Design float_conv_arbiter, sky130hd; sources not shown.
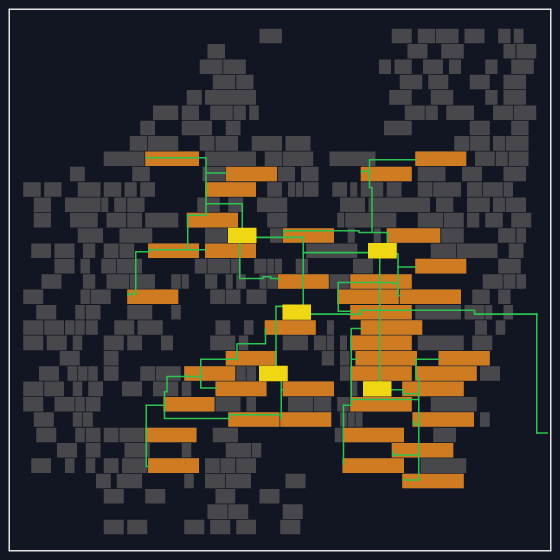
Figure 1: clock distribution.
flip-flops -> orange  # count 40
clock wires -> green  # length 485 microns
clock drivers -> yellow  # count 5
routed clock nets = 6
worst skew pair latency: 290 ps
clock group power: 0.618 mW
Clk pwr share: 14.1%

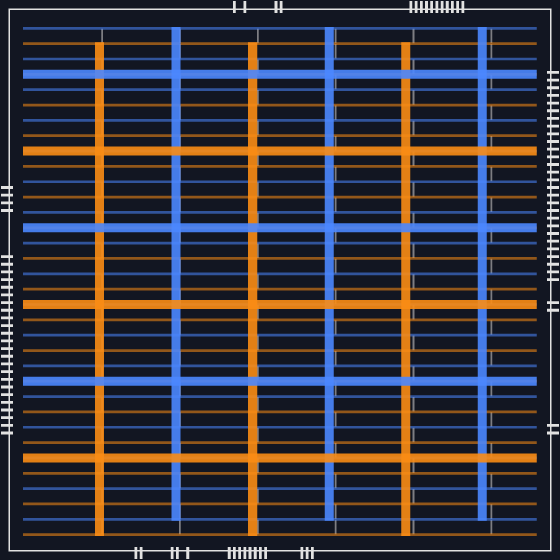
Figure 2: PDN straps and rails.
Pins as bars on the die edge. Tap cells in gray.
VSS -> orange
VDD -> blue
met5 straps = 6
rows = 33
met1 rails = 34
signal pins = 91
Die H: 95.7 microns
area of the core: 0.00818 sq mm

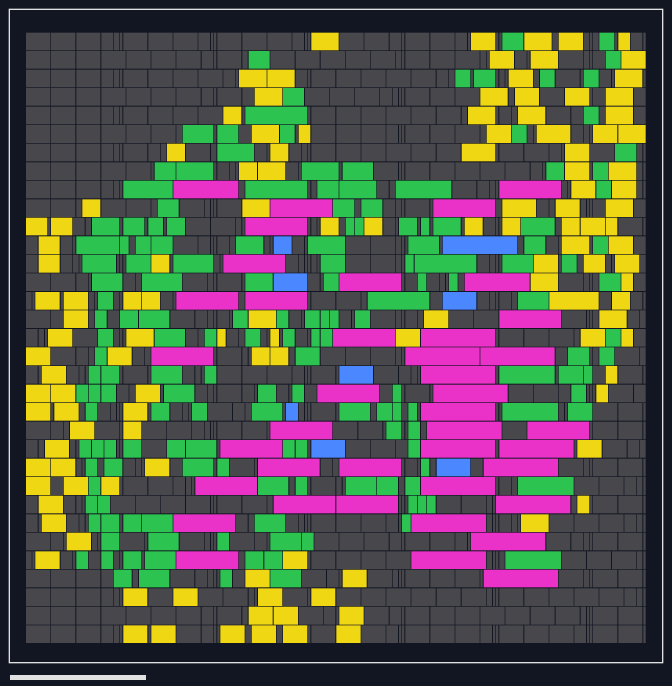
Figure 3: cells colored by class.
Scale bar: 20 microns. Fill, decap, tap and diode cells in gray.
combinational and other logic -> green  # cells 165
remaining buffers and delay cells -> yellow  # cells 123
sequential cells -> magenta  # cells 40
clock drivers and dummy loads -> blue  # cells 8
Final Instance Area: 0.00396 sq mm
fraction of area in registers: 27.4%

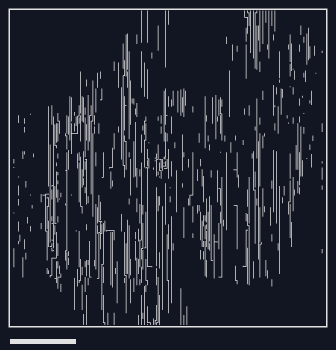
Figure 4: met2 routing.
Scale bar: 20 microns.
nets with wire on the layer = 339
share of all routed wire = 50%
Post-Route WL: 6050 microns
via count: 2074
met2 Track Usage GR: 23.7%

==> impl_metrics.py <==
# Physical implementation metrics
metrics = {
    "pwr": {
        "switchingPower_mw": 1.56,
        "seq_cell_power_mw": 1.37,
        "powerDensity_mw_per_mm2": 1110,
        "ir_drop_mv": 0.451,
        "seq_power_share_pct": 31.4,
        "p_leak_nw": 1.63,
        "comb_power_mw": 2.39,
        "power_mw": 4.38,
        "power_leader": "combinational logic",
        "swShare_pct": 35.7,
        "p_int_mw": 2.82,
        "combPwrFrac_pct": 54.5,
    },
    "global_routing": {
        "grt_pass1_wl_microns": 9650,
        "antenna_found_initial": 0,
        "grt_pass1_vias": 2037,
        "grtUsageTotal_pct": 13.7,
        "grt_max_degree": 25,
        "overflow": 0,
    },
    "critical_path": {
        "cp_num_buf_inv": 4,
        "critical_path_class": "input port to output pin",
        "crit_top_cell": "buf_6",
        "cp_data_required_time_ps": 1530,
        "crit_chain": "clkdlybuf4s50_1 -> nand2_1 -> o32a_1 -> nor2_4 -> buf_6 -> buf_6 -> and2_4 -> buf_6",
        "crit_path_start_kind": "input port",
        "worst-path-max-fanout": 4,
        "crit_family": "buffers and inverters",
        "path_depth": 8,
        "crit_path_max_incr_delay_ps": 520,
        "cp_slowest_cell": "clkdlybuf4s50_1",
        "critPathArrivalTime_ps": 1880,
        "reg2reg_depth": 12,
        "cp-end-kind": "output pin",
        "regToRegSetupSlack_ps": -260,
    },
    "finish": {
        "numSequentialCells": 40,
        "area_growth_pct": 62.2,
        "nFillCells": 758,
        "comb_area_sq_mm": 0.00141,
        "comb_share_pct": 35.6,
        "final-seq-area_sq_mm": 0.00108,
        "logic_gate_count": 155,
        "fin_nets": 408,
        "buffer_area_share_pct": 29.8,
        "clkbuf_count": 5,
        "largest_class": "combinational gates",
        "clkCellAreaFrac_pct": 2.81,
        "antenna_cells": 0,
        "mostFrequentLayoutCells": "clkdlybuf4s50_1, dfrtp_1, buf_4, o21ai_0, edfxtp_1",
        "inverters_excl_clock": 10,
        "utilization_pct": 48.4,
        "largest_reg_flops": 16,
        "layout_top_cell": "clkdlybuf4s50_1",
        "buffers": 123,
        "drive_gt1_share_pct": 41.1,
    },
    "clock_network": {
        "cts_tree": "done",
        "htree_levels": 2,
        "cts_buffers": 5,
        "cts.sinks": 40,
        "clock-root-buffer": "clkbuf_8",
        "clockBufferDepth": 2,
        "clk_pin_slew_ps": 70,
    },
    "final_timing": {
        "hold_slack_ps": 309,
        "setup_ws_ps": -350,
        "period_used_pct": 117,
        "hold_viol": 0,
        "setup_tns_ps": -3880,
        "tightest_slew_ps": 530,
        "max_freq_mhz": 408,
        "rsz0062_at_grt": "yes",
        "setup-violations-final": 23,
        "min_period_ps": 2450,
        "slew_headroom_pct": 64.6,
        "drv_slew": 0,
    },
    "floorplanning": {
        "die_w_microns": 95.7,
        "initCoreUtil_pct": 29.8,
        "num_rows": 33,
        "chipArea_sq_mm": 0.00916,
        "tap_cells": 105,
        "pin_count": 91,
    },
    "routing": {
        "drtIter0Drc": 51,
        "post_drt_wl_per_cell_microns": 13.7,
        "postRouteAntennaNets": 0,
        "drtPass1Iterations": 4,
        "drc": 0,
        "vias_per_cell": 4.70,
    },
    "synthesis": {
        "top_cells_by_area": "dfrtp_1, edfxtp_1, ha_1, nor2b_1, a211oi_2",
        "yosys.area.top_type": "dfrtp_1",
        "edf_count": 16,
        "synthDominantCellAreaShare_pct": 24.6,
        "fp_nets": 286,
        "syn_area_sq_mm": 0.00244,
        "ys_area_sq_mm": 0.00244,
        "ys_ff": 40,
        "ys_warn_count": 0,
        "synth_cell_types": 44,
        "async_flop_share_pct": 60.0,
        "syn_area_per_cell_sq_um": 11.5,
        "yosys_cells": 213,
        "yosysSeqAreaShare_pct": 44.3,
        "synthCells": 213,
        "ys.flop_type": "dfrtp_1",
    },
    "outcome": {
        "status": "complete, but fails checks",
        "violations": "negative setup slack",
    },
    "job": {
        "tool_warnings": 34,
        "drv_cap": 0,
    },
    "place": {
        "pre_cts_ws_ps": -1050,
        "gp_congestion": 0.768,
        "portBuffers": 90,
        "dpl.hpwl_microns": 4460,
    },
    "hold_path": {
        "hold_depth": 1,
        "worstHoldPathType": "register to register",
    },
}
[repair_timing]
item / CTS / global route
cloned: 1 / 0
buffers inserted: 19 / 3
hold buffers: 2 / 0
pin swaps: 15 / 6
resized: 111 / 18
hold endpoints to repair: 24 / 0
endpoints found under the setup margin: 36 / 28
[cell families (layout without fill, tap and decap cells)]
family	count (synthesis)	after routing	share of synthesized area (%)
flip-flops	40	40	44.3
buffers and inverters	18	141	3.79
AND/OR/NAND/NOR	77	77	18.8
AND-OR/OR-AND	49	49	17.3
adder cells (fa/ha/maj)	16	16	8.51
multiplexers	9	9	5.85
XOR/XNOR	4	4	1.44
[worst register-to-register path, stage by stage (launching register included)]
cell and delay, ps:
dfrtp_1 380, inv_1 70, ha_2 170, and3_4 170, buf_4 130, nor2b_4 100, and2_4 160, ha_4 120
inv_1 60, ha_1 270, a21o_1 190, a21oi_2 140, xor2_1 170
[layer usage]
layer  global-route usage (%)  vias to the layer above  share of wire [%]
met1                     17.1                      972                 42
met5                        0                        -                  0
met3                     3.84                        8                7.3
met2                     23.7                       79                 50
met4                     2.86                        0               0.83
li1                         -                     1015                  -
[Yosys cell counts, types with 2 or more instances]
library cell / n
nand3_1: 8
and2_1: 6
mux2i_1: 3
and3_1: 4
mux2_2: 2
nand2_1: 5
nand2b_1: 6
inv_1: 8
nor2_1: 10
dfrtp_1: 24
clkbuf_1: 4
ha_1: 15
and3_2: 13
o31ai_2: 7
edfxtp_1: 16
o21ai_1: 2
o21ai_0: 19
buf_6: 2
a211oi_2: 8
nor3_1: 2
xor2_1: 4
mux4_2: 4
nor2b_1: 18
buf_4: 2
a21o_1: 2
[metrics by stage]
stage / std cells / area [sq um]
floorplan: 213 / 2480
global placement: 408 / 3520
detailed placement: 408 / 3510
CTS: 438 / 3930
global route: 441 / 3960
finish: 441 / 3960
Power and IR drop assume default switching activity.
